cell_classes.png
Drawn at 3 px/um.
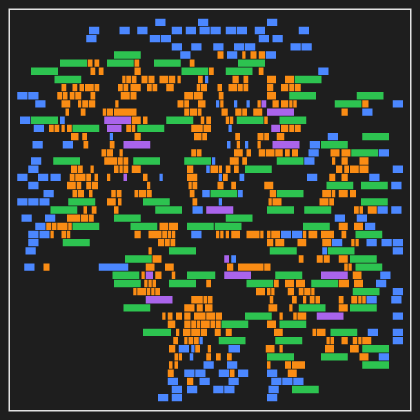
density.png
Drawn at 3 px/um. The die is cut into 13 by 13 equal tiles; dark blue is low, red is high, 0 to 100% covered.
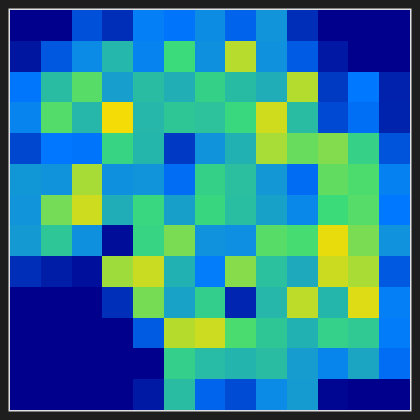
port_nets.png
Drawn at 2 px/um.
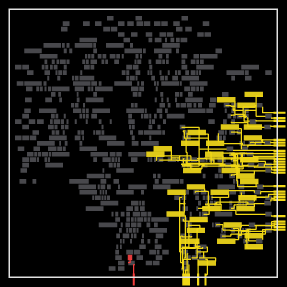
**src/rtl/stage_sequencer_pkg.sv**
```systemverilog
// -----------------------------------------------------------------------------
// stage_sequencer_pkg
//   Shared definitions for the stage sequencer core: the state encoding seen
//   on the state output, the default wait timeout used by fetch/mem control,
//   and small helpers that classify states.
// -----------------------------------------------------------------------------
package stage_sequencer_pkg;

    // Encoding is architecturally visible on the state output, so values are
    // pinned explicitly rather than left to the enum default ordering.
    typedef enum logic [2:0] {
        ST_FETCH  = 3'd0,
        ST_DECODE = 3'd1,
        ST_EXEC   = 3'd2,
        ST_MEM    = 3'd3,
        ST_WB     = 3'd4,
        ST_IDLE   = 3'd5,
        ST_HALT   = 3'd6,
        ST_ERROR  = 3'd7
    } state_e;

    // Maximum wait cycles in FETCH or MEM before giving up.
    localparam logic [7:0]  DEFAULT_TIMEOUT = 8'd255;

    // Sequential instructions are one word apart.
    localparam logic [31:0] INSTR_BYTES = 32'd4;

    // States in which an instruction is in flight.
    function automatic logic is_busy(input state_e s);
        case (s)
            ST_FETCH, ST_DECODE, ST_EXEC, ST_MEM, ST_WB: is_busy = 1'b1;
            default:                                     is_busy = 1'b0;
        endcase
    endfunction

    // States that wait on an external ready and are guarded by the timer.
    function automatic logic is_wait_state(input state_e s);
        is_wait_state = (s == ST_FETCH) || (s == ST_MEM);
    endfunction

endpackage

```
**src/rtl/stage_sequencer_if.sv**
```systemverilog
// -----------------------------------------------------------------------------
// stage_sequencer_if
//   Bundles the control/handshake signals of the stage sequencer.
//   master : the sequencer side (drives requests, strobes and status)
//   slave  : the environment side (drives start/halt, ready and decode info)
//
//   start, halt_req         run control into the sequencer
//   fetch_req / fetch_ready instruction fetch handshake
//   mem_access              decoded "uses data memory" flag, sampled in EXEC
//   mem_req / mem_ready     data memory handshake
//   reg_write, reg_write_en decoded write enable and the qualified WB strobe
//   branch_taken/addr       branch resolution, sampled in WB
//   state, pc, retired      architectural status
//   busy, err               instruction in flight / sticky error
// -----------------------------------------------------------------------------
interface stage_sequencer_if;

    logic        start;
    logic        halt_req;
    logic        fetch_req;
    logic        fetch_ready;
    logic        mem_access;
    logic        mem_req;
    logic        mem_ready;
    logic        reg_write;
    logic        reg_write_en;
    logic        branch_taken;
    logic [31:0] branch_addr;
    logic [2:0]  state;
    logic [31:0] pc;
    logic [31:0] retired;
    logic        busy;
    logic        err;

    modport master (
        input  start, halt_req, fetch_ready, mem_access, mem_ready,
               reg_write, branch_taken, branch_addr,
        output fetch_req, mem_req, reg_write_en, state, pc, retired,
               busy, err
    );

    modport slave (
        output start, halt_req, fetch_ready, mem_access, mem_ready,
               reg_write, branch_taken, branch_addr,
        input  fetch_req, mem_req, reg_write_en, state, pc, retired,
               busy, err
    );

endinterface

```
**src/rtl/stage_sequencer_wait_timer.sv**
```systemverilog
// -----------------------------------------------------------------------------
// wait_timer
//   Counts cycles spent waiting for ready in FETCH or MEM and flags a timeout.
//   The count is held at zero whenever the sequencer is outside a wait state,
//   so it is always zero on entry to FETCH or MEM.
//
//   clk        rising-edge clock
//   rst        asynchronous active-high reset
//   active_i   sequencer is in a wait state (FETCH or MEM)
//   ready_i    the ready belonging to the current wait state
//   expired_o  count has reached TIMEOUT and ready is still absent; ready in
//              the same cycle suppresses it
// -----------------------------------------------------------------------------
module wait_timer
    import stage_sequencer_pkg::*;
#(
    parameter logic [7:0] TIMEOUT = DEFAULT_TIMEOUT
) (
    input  logic clk,
    input  logic rst,
    input  logic active_i,
    input  logic ready_i,
    output logic expired_o
);

    logic [7:0] count_q;
    logic [7:0] count_d;

    // NOTE: every signal written here gets a value before any branch, so no
    // path leaves it unassigned and no latch is inferred.
    always_comb begin
        count_d = 8'd0;
        if (active_i && !ready_i) begin
            count_d = count_q + 8'd1;
        end
    end

    // NOTE: state registers use non-blocking assignments so every flop
    // samples the pre-edge values, independent of process ordering.
    always_ff @(posedge clk or posedge rst) begin
        if (rst) begin
            count_q <= 8'd0;
        end else begin
            count_q <= count_d;
        end
    end

    // Once the count equals TIMEOUT the sequencer leaves for ERROR, so the
    // counter never has to run past TIMEOUT.
    assign expired_o = active_i && !ready_i && (count_q == TIMEOUT);

endmodule

```
**src/rtl/stage_sequencer.sv**
```systemverilog
// -----------------------------------------------------------------------------
// stage_sequencer
//   Multi-cycle instruction sequencer: IDLE -> FETCH -> DECODE -> EXEC ->
//   [MEM] -> WB -> FETCH ... with a sticky halt request, a wait timeout on
//   FETCH/MEM and a terminal ERROR state left only through rst.
//
//   clk   rising-edge clock
//   rst   asynchronous active-high reset (forces IDLE, pc=RESET_PC)
//   bus   stage_sequencer_if.master, see the interface for signal roles
//
//   Parameters
//   RESET_PC  pc value after reset
//   TIMEOUT   maximum wait cycles in FETCH or MEM before ERROR
// -----------------------------------------------------------------------------
module stage_sequencer
    import stage_sequencer_pkg::*;
#(
    parameter logic [31:0] RESET_PC = 32'h0000_0000,
    parameter logic [7:0]  TIMEOUT  = DEFAULT_TIMEOUT
) (
    input  logic                clk,
    input  logic                rst,
    stage_sequencer_if.master   bus
);

    state_e      state_q;
    state_e      state_d;
    logic [31:0] pc_q;
    logic [31:0] pc_d;
    logic [31:0] retired_q;
    logic [31:0] retired_d;
    logic        halt_q;
    logic        halt_d;

    logic        fetch_req;
    logic        mem_req;
    logic        reg_write_en;

    logic        wait_active;
    logic        wait_ready;
    logic        wait_expired;
    logic        bad_branch;

    // -------------------------------------------------------------------------
    // Wait timeout for FETCH / MEM. The ready that matters depends on which
    // wait state we are in; readies in any other state are ignored.
    // -------------------------------------------------------------------------
    assign wait_active = is_wait_state(state_q);
    assign wait_ready  = (state_q == ST_FETCH) ? bus.fetch_ready : bus.mem_ready;

    wait_timer #(
        .TIMEOUT   (TIMEOUT)
    ) u_wait_timer (
        .clk       (clk),
        .rst       (rst),
        .active_i  (wait_active),
        .ready_i   (wait_ready),
        .expired_o (wait_expired)
    );

    // A taken branch to a non-word-aligned target cannot be fetched.
    assign bad_branch = bus.branch_taken && (bus.branch_addr[1:0] != 2'b00);

    // -------------------------------------------------------------------------
    // Next-state and output logic
    // -------------------------------------------------------------------------
    always_comb begin
        state_d      = state_q;
        pc_d         = pc_q;
        retired_d    = retired_q;
        halt_d       = halt_q;
        fetch_req    = 1'b0;
        mem_req      = 1'b0;
        reg_write_en = 1'b0;

        // Halt requests are only remembered while an instruction is in flight.
        if (is_busy(state_q) && bus.halt_req) begin
            halt_d = 1'b1;
        end

        case (state_q)
            ST_IDLE, ST_HALT: begin
                if (bus.start) begin
                    state_d = ST_FETCH;
                end
            end

            ST_FETCH: begin
                fetch_req = 1'b1;
                if (bus.fetch_ready) begin
                    state_d = ST_DECODE;
                end else if (wait_expired) begin
                    state_d = ST_ERROR;
                end
            end

            ST_DECODE: begin
                state_d = ST_EXEC;
            end

            ST_EXEC: begin
                state_d = bus.mem_access ? ST_MEM : ST_WB;
            end

            ST_MEM: begin
                mem_req = 1'b1;
                if (bus.mem_ready) begin
                    state_d = ST_WB;
                end else if (wait_expired) begin
                    state_d = ST_ERROR;
                end
            end

            ST_WB: begin
                if (bad_branch) begin
                    // Instruction does not retire: no write, pc/retired held.
                    state_d = ST_ERROR;
                end else begin
                    reg_write_en = bus.reg_write;
                    pc_d         = bus.branch_taken ? bus.branch_addr
                                                    : pc_q + INSTR_BYTES;
                    retired_d    = retired_q + 32'd1;
                    state_d      = halt_q ? ST_HALT : ST_FETCH;
                end
            end

            ST_ERROR: begin
                state_d = ST_ERROR;
            end

            default: begin
                state_d = ST_ERROR;
            end
        endcase

        // The latch is consumed by the transition into HALT.
        if (state_d == ST_HALT) begin
            halt_d = 1'b0;
        end
    end

    // -------------------------------------------------------------------------
    // State registers
    // -------------------------------------------------------------------------
    always_ff @(posedge clk or posedge rst) begin
        if (rst) begin
            state_q   <= ST_IDLE;
            pc_q      <= RESET_PC;
            retired_q <= 32'd0;
            halt_q    <= 1'b0;
        end else begin
            state_q   <= state_d;
            pc_q      <= pc_d;
            retired_q <= retired_d;
            halt_q    <= halt_d;
        end
    end

    // -------------------------------------------------------------------------
    // Outputs. Requests and strobes are decoded from the current state only,
    // so at most one of them can be high and all drop as soon as rst forces
    // IDLE.
    // -------------------------------------------------------------------------
    assign bus.fetch_req    = fetch_req;
    assign bus.mem_req      = mem_req;
    assign bus.reg_write_en = reg_write_en;
    assign bus.state        = state_q;
    assign bus.pc           = pc_q;
    assign bus.retired      = retired_q;
    assign bus.busy         = is_busy(state_q);
    assign bus.err          = (state_q == ST_ERROR);

endmodule

```
**src/flat_wrapper.sv**
```systemverilog
// flat-port wrapper written by rule: the top's interface ports become plain ports
module stage_sequencer_flat import stage_sequencer_pkg::*;
#(
    parameter logic [31:0] RESET_PC = 32'h0000_0000,
    parameter logic [7:0]  TIMEOUT  = DEFAULT_TIMEOUT
)
  (clk, rst, bus_start, bus_halt_req, bus_fetch_ready, bus_mem_access, bus_mem_ready, bus_reg_write, bus_branch_taken, bus_branch_addr, bus_fetch_req, bus_mem_req, bus_reg_write_en, bus_state, bus_pc, bus_retired, bus_busy, bus_err);
  stage_sequencer_if bus_i ();
  input  logic clk;
  input  logic rst;
  input wire logic [$bits(bus_i.start)-1:0] bus_start;
  input wire logic [$bits(bus_i.halt_req)-1:0] bus_halt_req;
  input wire logic [$bits(bus_i.fetch_ready)-1:0] bus_fetch_ready;
  input wire logic [$bits(bus_i.mem_access)-1:0] bus_mem_access;
  input wire logic [$bits(bus_i.mem_ready)-1:0] bus_mem_ready;
  input wire logic [$bits(bus_i.reg_write)-1:0] bus_reg_write;
  input wire logic [$bits(bus_i.branch_taken)-1:0] bus_branch_taken;
  input wire logic [$bits(bus_i.branch_addr)-1:0] bus_branch_addr;
  output wire logic [$bits(bus_i.fetch_req)-1:0] bus_fetch_req;
  output wire logic [$bits(bus_i.mem_req)-1:0] bus_mem_req;
  output wire logic [$bits(bus_i.reg_write_en)-1:0] bus_reg_write_en;
  output wire logic [$bits(bus_i.state)-1:0] bus_state;
  output wire logic [$bits(bus_i.pc)-1:0] bus_pc;
  output wire logic [$bits(bus_i.retired)-1:0] bus_retired;
  output wire logic [$bits(bus_i.busy)-1:0] bus_busy;
  output wire logic [$bits(bus_i.err)-1:0] bus_err;
  assign bus_i.start = bus_start;
  assign bus_i.halt_req = bus_halt_req;
  assign bus_i.fetch_ready = bus_fetch_ready;
  assign bus_i.mem_access = bus_mem_access;
  assign bus_i.mem_ready = bus_mem_ready;
  assign bus_i.reg_write = bus_reg_write;
  assign bus_i.branch_taken = bus_branch_taken;
  assign bus_i.branch_addr = bus_branch_addr;
  assign bus_fetch_req = bus_i.fetch_req;
  assign bus_mem_req = bus_i.mem_req;
  assign bus_reg_write_en = bus_i.reg_write_en;
  assign bus_state = bus_i.state;
  assign bus_pc = bus_i.pc;
  assign bus_retired = bus_i.retired;
  assign bus_busy = bus_i.busy;
  assign bus_err = bus_i.err;
  stage_sequencer #(.RESET_PC(RESET_PC), .TIMEOUT(TIMEOUT)) u_core (.clk(clk), .rst(rst), .bus(bus_i));
endmodule
```
**config.mk**
```make
export PLATFORM = sky130hd
export DESIGN_NAME = stage_sequencer_flat
export DESIGN_NICKNAME = d
export VERILOG_FILES = /design/src/rtl/stage_sequencer_pkg.sv /design/src/rtl/stage_sequencer_if.sv /design/src/rtl/stage_sequencer_wait_timer.sv /design/src/rtl/stage_sequencer.sv /design/src/flat_wrapper.sv
export SDC_FILE = /design/constraint.sdc
export NUM_CORES = 1
export LEC_CHECK = 0
export ABC_AREA = 0
export CAP_MARGIN = 5
export CORE_MARGIN = 2
export CORE_UTILIZATION = 25
export DETAILED_ROUTE_END_ITERATION = 12
export GPL_TIMING_DRIVEN = 0
export PLACE_DENSITY = 0.46
export SYNTH_ARGS = -nofsm -noshare
export SYNTH_HDL_FRONTEND = slang
export SYNTH_SLANG_ARGS = --single-unit
```
**constraint.sdc**
```tcl
create_clock -name clk -period 4.56 [get_ports clk]
set_input_delay 0.912 -clock clk [delete_from_list [all_inputs] [get_ports clk]]
set_output_delay 0.912 -clock clk [all_outputs]
set_load 0.01 [all_outputs]
```
==> run notes <==
Implementation results.

The flow ran to the end, and the final reports show no timing, DRC or antenna violations. For this design the total switching power over the nets is 1.03 mW. The number of buffers inserted during clock tree synthesis is 9. In this run, synthesis inferred 0 flip-flops with an integrated enable. Counting along the longest clock path gives a buffer depth of 2. The ratio of total power to cell area is 471 nW/um2.

The number of nets in the final layout is 625. Setup repair after global routing left no endpoint under its margin. The detailed-route via count is 4006. Looking at area per cell type in the netlist, the leader is sky130_fd_sc_hd__dfrtp_1. The share of the Yosys chip area taken by registers is 0.456.

According to the hold report, the worst path is of the reg -> reg type. The synthesis report lists the Yosys warning total as 0. The core utilization before placement is 0.254. The largest stage delay on the critical path is 0.55 ns.

The share of synthesized area in the top cell type comes to 0.443. After global routing, the most crowded layer is met2. Across the VDD grid, the largest voltage drop is 0.194 mV. The final count of hold timing violations is 0. The fraction of the mapped netlist area in adder cells is 0.00898. Ranked by instance count, the synthesized netlist is headed by 74 x sky130_fd_sc_hd__dfrtp_1, 40 x sky130_fd_sc_hd__nor2_1, 37 x sky130_fd_sc_hd__nand2_1. The normalized max-slew margin is 0.538. The cell area that synthesis handed to floorplanning was 4180 um2.

The flip-flop cell with the highest count after synthesis is sky130_fd_sc_hd__dfrtp_1. After clock tree synthesis, the setup repair step added 0 buffers. The power in sequential cells is 1.06 mW. The post-route core utilization is 0.357. The family with the most delay on the worst path is buffers and inverters. The logs give a warning total of 26. The final HPWL from detailed placement is 9.70 mm. The setup slack after placement is 0.255 ns.

Internal power comes to 1.74 mW. The growth of design area from synthesis to finish is 40.6%.
Notes on cell_classes.png above:
[all other logic] orange | cells: 358 | share of their area: 39%
[other buffers and delay cells] blue | cells: 136 | share of their area: 22%
[flip-flops] green | cells: 76 | share of their area: 34%
[clock drivers and dummy loads] purple | cells: 15 | share of their area: 4.8%

Notes on density.png above:
densest ninth of the die: east
nearly empty tiles: 15%
emptiest ninth of the die: south-west
fullest tile: 74%

Notes on port_nets.png above:
[`bus_reg_write_en`] red | bits: 1 | direction: output | end cells: 1 | buffers: 1 | wire: 9.60 um
[`bus_retired`] yellow | bits: 32 | direction: output | end cells: 32 | buffers: 32 | wire: 1340 um

## worst register-to-register path, stage by stage, from the launching register on
cell and delay (ns):
sky130_fd_sc_hd__dfrtp_1 0.43, sky130_fd_sc_hd__ha_1 0.24, sky130_fd_sc_hd__nand4_1 0.25, sky130_fd_sc_hd__or2_2 0.43, sky130_fd_sc_hd__nor4_1 0.60, sky130_fd_sc_hd__and4_1 0.29, sky130_fd_sc_hd__nor3_1 0.05
## final cells by class
class | count | area share
Multi-Input combinational cell | 347 | 0.362
Sequential cell | 76 | 0.324
Timing Repair Buffer | 113 | 0.195
Tap cell | 220 | 0.0468
Clock buffer | 11 | 0.0413
Buffer | 23 | 0.0177
Inverter | 11 | 0.00745
Clock inverter | 4 | 0.00447
Antenna cell | 1 | 0.000426
Power figures rest on the tool's default switching activity, not on a simulated workload.
